Fig. 1: track usage over the die
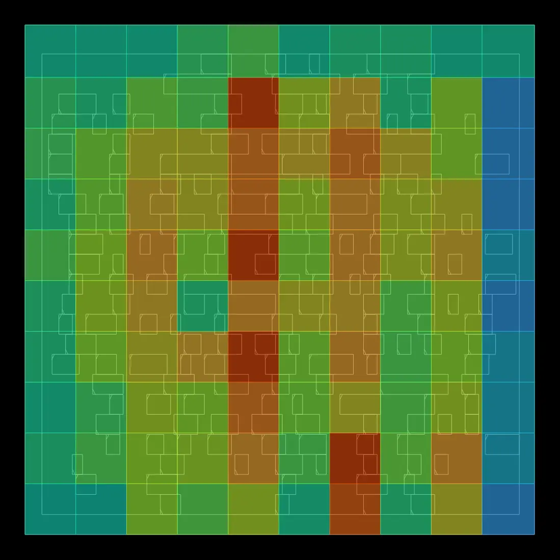
Fig. 2: wiring by layer
Only two layers are drawn.
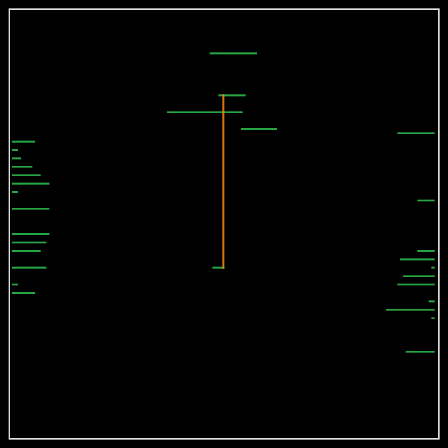
Fig. 3: gate families picked out
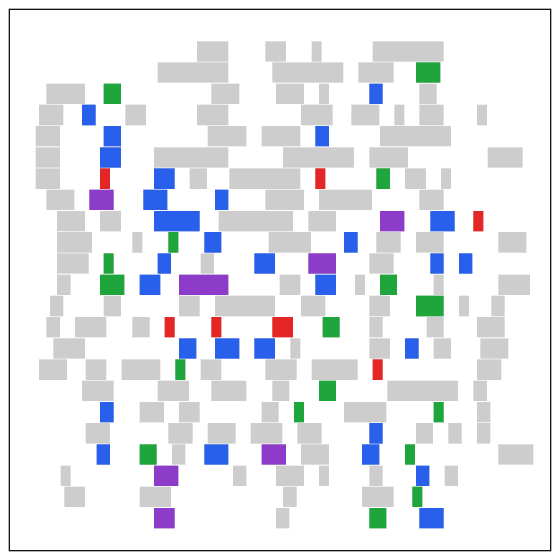
$ cat config.mk
export PLATFORM = sky130hd
export DESIGN_NAME = mc_ctrl
export DESIGN_NICKNAME = d
export VERILOG_FILES = /design/src/rtl/mc_ctrl.sv
export SDC_FILE = /design/constraint.sdc
export NUM_CORES = 1
export LEC_CHECK = 0
export CELL_PAD_IN_SITES_DETAIL_PLACEMENT = 2
export CELL_PAD_IN_SITES_GLOBAL_PLACEMENT = 2
export CORE_MARGIN = 2
export CORE_UTILIZATION = 22
export CTS_CLUSTER_DIAMETER = 30
export CTS_CLUSTER_SIZE = 40
export DETAILED_ROUTE_END_ITERATION = 12
export GPL_TIMING_DRIVEN = 0
export PLACE_DENSITY_LB_ADDON = 0.12
export SETUP_SLACK_MARGIN = 0.15
export SYNTH_ARGS = -nofsm -noshare
export SYNTH_HDL_FRONTEND = slang
export SYNTH_SLANG_ARGS = --single-unit
export TNS_END_PERCENT = 5
$ cat constraint.sdc
create_clock -name clk -period 2 [get_ports clk]
set_clock_uncertainty 0.1 [all_clocks]
set_input_delay 0.4 -clock clk [delete_from_list [all_inputs] [get_ports clk]]
set_output_delay 0.4 -clock clk [all_outputs]
set_load 0.01 [all_outputs]
$ cat src/rtl/mc_ctrl.sv
// mc_ctrl: multicycle main controller for the MIPS core.
// Decodes opcode/funct, sequences FETCH through write-back, and drives alu_op,
// the datapath mux selects and the write enables. Runs a req/ack handshake to
// unified memory and guards it with a bus-timeout watchdog.
// Ports:
//   clk, rst_n (async active-low)    opcode/funct (IR fields)   alu_zero, mem_ack
//   mem_req/mem_we/iord              ir_we/pc_we/pc_src         alu_op/alu_srca/alu_srcb
//   reg_we/reg_dst/wb_sel            bus_err (sticky)           exc (trap pulse), state (debug)
// Build option: MC_CTRL_ILLEGAL_TRAP_EN routes illegal instructions to TRAP;
// without it they retire as a NOP and exc stays 0.
//
// state    | meaning
// RST      | one cycle after reset, outputs idle
// FETCH    | read instruction at PC, PC += 4 on ack
// DECODE   | branch target -> ALUOut, dispatch on opcode/funct
// EXEC_R   | R-type ALU operation
// EXEC_I   | immediate ALU operation
// MEM_ADDR | effective address for lw/sw
// MEM_RD   | data read, wait for ack
// MEM_WR   | data write, wait for ack
// WB_R     | write rd from ALUOut
// WB_I     | write rt from ALUOut
// WB_MEM   | write rt from MDR
// BRANCH   | compare rs/rt, conditionally load branch target
// JUMP     | load jump target (jal also writes r31)
// JR       | load PC from rs
// TRAP     | load exception vector
// HALT     | bus timeout, only reset leaves
module mc_ctrl #(
  parameter int TIMEOUT = 16
) (
  input  logic       clk,
  input  logic       rst_n,
  input  logic [5:0] opcode,
  input  logic [5:0] funct,
  input  logic       alu_zero,
  input  logic       mem_ack,
  output logic       mem_req,
  output logic       mem_we,
  output logic       iord,
  output logic       ir_we,
  output logic       pc_we,
  output logic [1:0] pc_src,
  output logic [3:0] alu_op,
  output logic       alu_srca,
  output logic [1:0] alu_srcb,
  output logic       reg_we,
  output logic [1:0] reg_dst,
  output logic [1:0] wb_sel,
  output logic       bus_err,
  output logic       exc,
  output logic [3:0] state
);

  typedef enum logic [3:0] {
    S_RST = 4'd0, S_FETCH = 4'd1, S_DECODE = 4'd2, S_EXEC_R = 4'd3,
    S_EXEC_I = 4'd4, S_MEM_ADDR = 4'd5, S_MEM_RD = 4'd6, S_MEM_WR = 4'd7,
    S_WB_R = 4'd8, S_WB_I = 4'd9, S_WB_MEM = 4'd10, S_BRANCH = 4'd11,
    S_JUMP = 4'd12, S_JR = 4'd13, S_TRAP = 4'd14, S_HALT = 4'd15
  } state_t;

  localparam logic [5:0] OP_R = 6'b000000, OP_J = 6'b000010, OP_JAL = 6'b000011;
  localparam logic [5:0] OP_BEQ = 6'b000100, OP_BNE = 6'b000101;
  localparam logic [5:0] OP_ADDI = 6'b001000, OP_ADDIU = 6'b001001;
  localparam logic [5:0] OP_SLTI = 6'b001010, OP_SLTIU = 6'b001011;
  localparam logic [5:0] OP_ANDI = 6'b001100, OP_ORI = 6'b001101, OP_XORI = 6'b001110;
  localparam logic [5:0] OP_LW = 6'b100011, OP_SW = 6'b101011;
  localparam logic [5:0] FN_JR = 6'b001000;

  localparam int WD_W = $clog2(TIMEOUT);
  localparam logic [WD_W-1:0] WD_LAST = WD_W'(TIMEOUT - 1);

  state_t st, st_nxt;
  logic [WD_W-1:0] wd_cnt;
  logic r_legal, i_legal, wd_last;

  always_comb begin
    r_legal = 1'b0;
    case (funct)
      6'b000000, 6'b000010, 6'b000011, 6'b000100, 6'b000110, 6'b000111,
      6'b001000, 6'b100000, 6'b100001, 6'b100010, 6'b100011, 6'b100100,
      6'b100101, 6'b100110, 6'b100111, 6'b101010, 6'b101011: r_legal = 1'b1;
      default: r_legal = 1'b0;
    endcase
  end

  // addi..xori occupy 001000..001110; 001111 (lui) is not supported
  assign i_legal = (opcode[5:3] == 3'b001) && (opcode[2:0] != 3'b111);
  assign wd_last = (wd_cnt == WD_LAST);

  always_ff @(posedge clk or negedge rst_n) begin
    if (!rst_n) begin
      st     <= S_RST;
      wd_cnt <= '0;
    end else begin
      st <= st_nxt;
      // only counts while a request is waiting in the same state
      if (mem_req && !mem_ack && (st_nxt == st))
        wd_cnt <= wd_cnt + 1'b1;
      else
        wd_cnt <= '0;
    end
  end

  always_comb begin
    st_nxt   = st;
    mem_req  = 1'b0;
    mem_we   = 1'b0;
    iord     = 1'b0;
    ir_we    = 1'b0;
    pc_we    = 1'b0;
    pc_src   = 2'b00;
    alu_op   = 4'b0000;
    alu_srca = 1'b0;
    alu_srcb = 2'b00;
    reg_we   = 1'b0;
    reg_dst  = 2'b00;
    wb_sel   = 2'b00;
    exc      = 1'b0;
    case (st)
      S_RST: st_nxt = S_FETCH;
      S_FETCH: begin
        mem_req  = 1'b1;
        alu_srcb = 2'b01;
        if (mem_ack) begin
          ir_we  = 1'b1;
          pc_we  = 1'b1;
          st_nxt = S_DECODE;
        end else if (wd_last) begin
          st_nxt = S_HALT;
        end
      end
      S_DECODE: begin
        alu_srcb = 2'b10;
        if (opcode == OP_R) begin
          if (funct == FN_JR)
            st_nxt = S_JR;
          else if (r_legal)
            st_nxt = S_EXEC_R;
          else
`ifdef MC_CTRL_ILLEGAL_TRAP_EN
            st_nxt = S_TRAP;
`else
            st_nxt = S_FETCH;
`endif
        end else if (opcode == OP_LW || opcode == OP_SW)
          st_nxt = S_MEM_ADDR;
        else if (opcode == OP_BEQ || opcode == OP_BNE)
          st_nxt = S_BRANCH;
        else if (opcode == OP_J || opcode == OP_JAL)
          st_nxt = S_JUMP;
        else if (i_legal)
          st_nxt = S_EXEC_I;
        else
`ifdef MC_CTRL_ILLEGAL_TRAP_EN
          st_nxt = S_TRAP;
`else
          st_nxt = S_FETCH;
`endif
      end
      S_EXEC_R: begin
        alu_srca = 1'b1;
        alu_op   = 4'b1111;
        st_nxt   = S_WB_R;
      end
      S_EXEC_I: begin
        alu_srca = 1'b1;
        case (opcode)
          OP_ANDI:  begin alu_op = 4'b0010; alu_srcb = 2'b11; end
          OP_ORI:   begin alu_op = 4'b0011; alu_srcb = 2'b11; end
          OP_XORI:  begin alu_op = 4'b0101; alu_srcb = 2'b11; end
          OP_SLTI:  begin alu_op = 4'b0110; alu_srcb = 2'b10; end
          OP_SLTIU: begin alu_op = 4'b0111; alu_srcb = 2'b10; end
          default:  begin alu_op = 4'b0000; alu_srcb = 2'b10; end
        endcase
        st_nxt = S_WB_I;
      end
      S_MEM_ADDR: begin
        alu_srca = 1'b1;
        alu_srcb = 2'b10;
        st_nxt   = (opcode == OP_SW) ? S_MEM_WR : S_MEM_RD;
      end
      S_MEM_RD: begin
        mem_req = 1'b1;
        iord    = 1'b1;
        if (mem_ack)      st_nxt = S_WB_MEM;
        else if (wd_last) st_nxt = S_HALT;
      end
      S_MEM_WR: begin
        mem_req = 1'b1;
        mem_we  = 1'b1;
        iord    = 1'b1;
        if (mem_ack)      st_nxt = S_FETCH;
        else if (wd_last) st_nxt = S_HALT;
      end
      S_WB_R: begin
        reg_we  = 1'b1;
        reg_dst = 2'b01;
        st_nxt  = S_FETCH;
      end
      S_WB_I: begin
        reg_we = 1'b1;
        st_nxt = S_FETCH;
      end
      S_WB_MEM: begin
        reg_we = 1'b1;
        wb_sel = 2'b01;
        st_nxt = S_FETCH;
      end
      S_BRANCH: begin
        alu_srca = 1'b1;
        alu_op   = 4'b0001;
        pc_src   = 2'b01;
        pc_we    = (opcode == OP_BNE) ? !alu_zero : alu_zero;
        st_nxt   = S_FETCH;
      end
      S_JUMP: begin
        pc_we  = 1'b1;
        pc_src = 2'b10;
        if (opcode == OP_JAL) begin
          reg_we  = 1'b1;
          reg_dst = 2'b10;
          wb_sel  = 2'b10;
        end
        st_nxt = S_FETCH;
      end
      S_JR: begin
        pc_we  = 1'b1;
        pc_src = 2'b11;
        st_nxt = S_FETCH;
      end
      S_TRAP: begin
`ifdef MC_CTRL_ILLEGAL_TRAP_EN
        exc   = 1'b1;
        pc_we = 1'b1;
`endif
        st_nxt = S_FETCH;
      end
      S_HALT: st_nxt = S_HALT;
      default: st_nxt = S_RST;
    endcase
  end

  // HALT is entered only on timeout and left only by reset, so it is the sticky flag
  assign bus_err = (st == S_HALT);
  assign state   = st;

endmodule

==> impl_metrics.json <==
{
  "status": "finished with violations",
  "violations": "setup timing",
  "fmax_mhz": 430,
  "antenna_found_initial": 0,
  "crit_path_end": "alu_srcb[0]",
  "ys_area_sq_um": 936,
  "yosys.area.top_type": "dfrtp_1",
  "top_logic_kind": "simple AND/OR/NAND/NOR gates",
  "synthArstFlopShare": 1.00,
  "yosys.cell_types.count": 47,
  "finalWorstSetupSlack_ps": -328,
  "drc_errors": 0,
  "crit_fanout": 5,
  "clk_latency_ps": 230,
  "ys_sh_xor": 0.0561,
  "nNonClkBuffers": 56,
  "worst_path_most_repeated_cell": "buf_6",
  "top_cells_by_count": "nor2_1, a21oi_1, nand2_1",
  "r2r-end": "state[3]",
  "mux_area_frac": 0.0107,
  "final_cell_area_sq_mm": 0.00159,
  "place.port_buffers": 38,
  "ys_seq_elements": 8,
  "root_buffer": "clkbuf_8",
  "grt_start_max_net_pins": 11,
  "fin_crit_ps": 2330,
  "sh_seq_area": 0.127,
  "r2r_start": "state[0]",
  "synth_warnings": 0,
  "rsz0062_at_grt": "true",
  "coreArea_sq_mm": 0.00406,
  "fillers": 471,
  "ys_sh_aoi": 0.266,
  "openroad.warnings": 29,
  "hpwl_um": 2840,
  "cts_buffer_depth": 2,
  "regArea_sq_um": 203,
  "start_kind": "flip-flop",
  "first_pass_iters": 4,
  "vdd_drop_max_mv": 0.258,
  "cp.depth": 6,
  "reg2reg_depth": 6,
  "place_inst": 215,
  "critPathBufInv": 3,
  "synth_area_sq_um": 936,
  "slew_violations": 0,
  "leakagePower_nw": 0.721,
  "hold_path_class": "input port to asynchronous set/reset pin",
  "cp_slowest_cell": "or4_4",
  "worst-r2r-setup-slack_ps": 160,
  "max_stage_delay_ps": 490,
  "startpoint": "state[1]",
  "worst_slew_pin_slew_ps": 485,
  "powerDensity_mw_per_mm2": 1140,
  "ys_sh_simple": 0.341,
  "n_all_inverters": 7,
  "die_w_um": 69.2,
  "clock_area_frac": 0.0259,
  "bufAreaShareNonClock": 0.323,
  "crit_type": "flip-flop to output pin",
  "grt_pass1_wl_um": 6780,
  "final_nets": 194,
  "taps": 50,
  "mi_logic_area_sq_um": 743,
  "path_clk_slew_ps": 40,
  "power.total_w": 0.00182,
  "die_area_sq_mm": 0.00479,
  "cp-end-kind": "output pin",
  "cp_cell_sequence": "buf_6, or4_4, nor4_4, buf_4, a31o_4, buf_6",
  "final_cell_mix": "buf_2, nor2_1, clkdlybuf4s50_1, buf_4, a21oi_1",
  "num-multi-input-gates": 101,
  "setup_viol": 11,
  "topCellsByArea": "dfrtp_1, a21oi_1, nor2_1",
  "drive_above_1_share": 0.354,
  "nFlopsAndLatches": 8,
  "cts.sinks": 8,
  "largestClassByArea": "combinational gates",
  "holdWs_ps": 357,
  "die-height_um": 69.2,
  "routabilityCongestion": 0.772,
  "dpl_cell_area_sq_mm": 0.00139,
  "cts_tree": "built",
  "worstPathRequired_ps": 1500,
  "fa_ha_area_frac": 0.0241,
  "area_growth_pct": 70.3,
  "ys.flop_type": "dfrtp_1",
  "ios": 41,
  "htree_levels": 1,
  "numCtsBuffers": 3,
  "cts_hold_buf": 0
}
Back to the opening pictures, Fig. 1:
GRT Util Overall: 0.171
wire length per cell: 17.7 um
Final Util: 0.393

Back to the opening pictures, Fig. 2:
| layer | colour | wire length |
|---|---|---|
| met3 | green | 120 um |
| met4 | orange | 27.9 um |
Post-Route WL: 3980 um
vias: 1,169

Back to the opening pictures, Fig. 3:
| family | colour | cells |
|---|---|---|
| AND-OR and OR-AND gates | purple | 7 |
| inverters | red | 7 |
| NAND gates | green | 17 |
| inverting AOI/OAI gates | blue | 29 |
logic share of the area: 0.466
fin cells: 225

state kept, by name (all words and copies together), names as in the netlist:
signal	cells
state	4
wd_cnt	4
report_power, final:
part           internal, W  switching (W)
Sequential        0.000211      0.0000586
Combinational     0.000685       0.000676
Clock             0.000130      0.0000631
per-stage QoR:
stage          utilization  setup TNS (ps)  setup slack (ps)
2_1_floorplan            -               0              13.1
3_3_place_gp         0.342          -13430             -1040
3_5_place_dp         0.342          -14260             -1090
4_1_cts              0.383           -4220              -461
5_1_grt              0.393           -3540              -394
6_report             0.393           -2260              -328
routing by layer:
layer  up-vias  track usage  routed length (um)
met4         0       0.0240                  27
met1       574        0.224                1740
met3         2       0.0203                 119
li1        559            -                   -
met2        34        0.309                2090
met5         -            0                   0
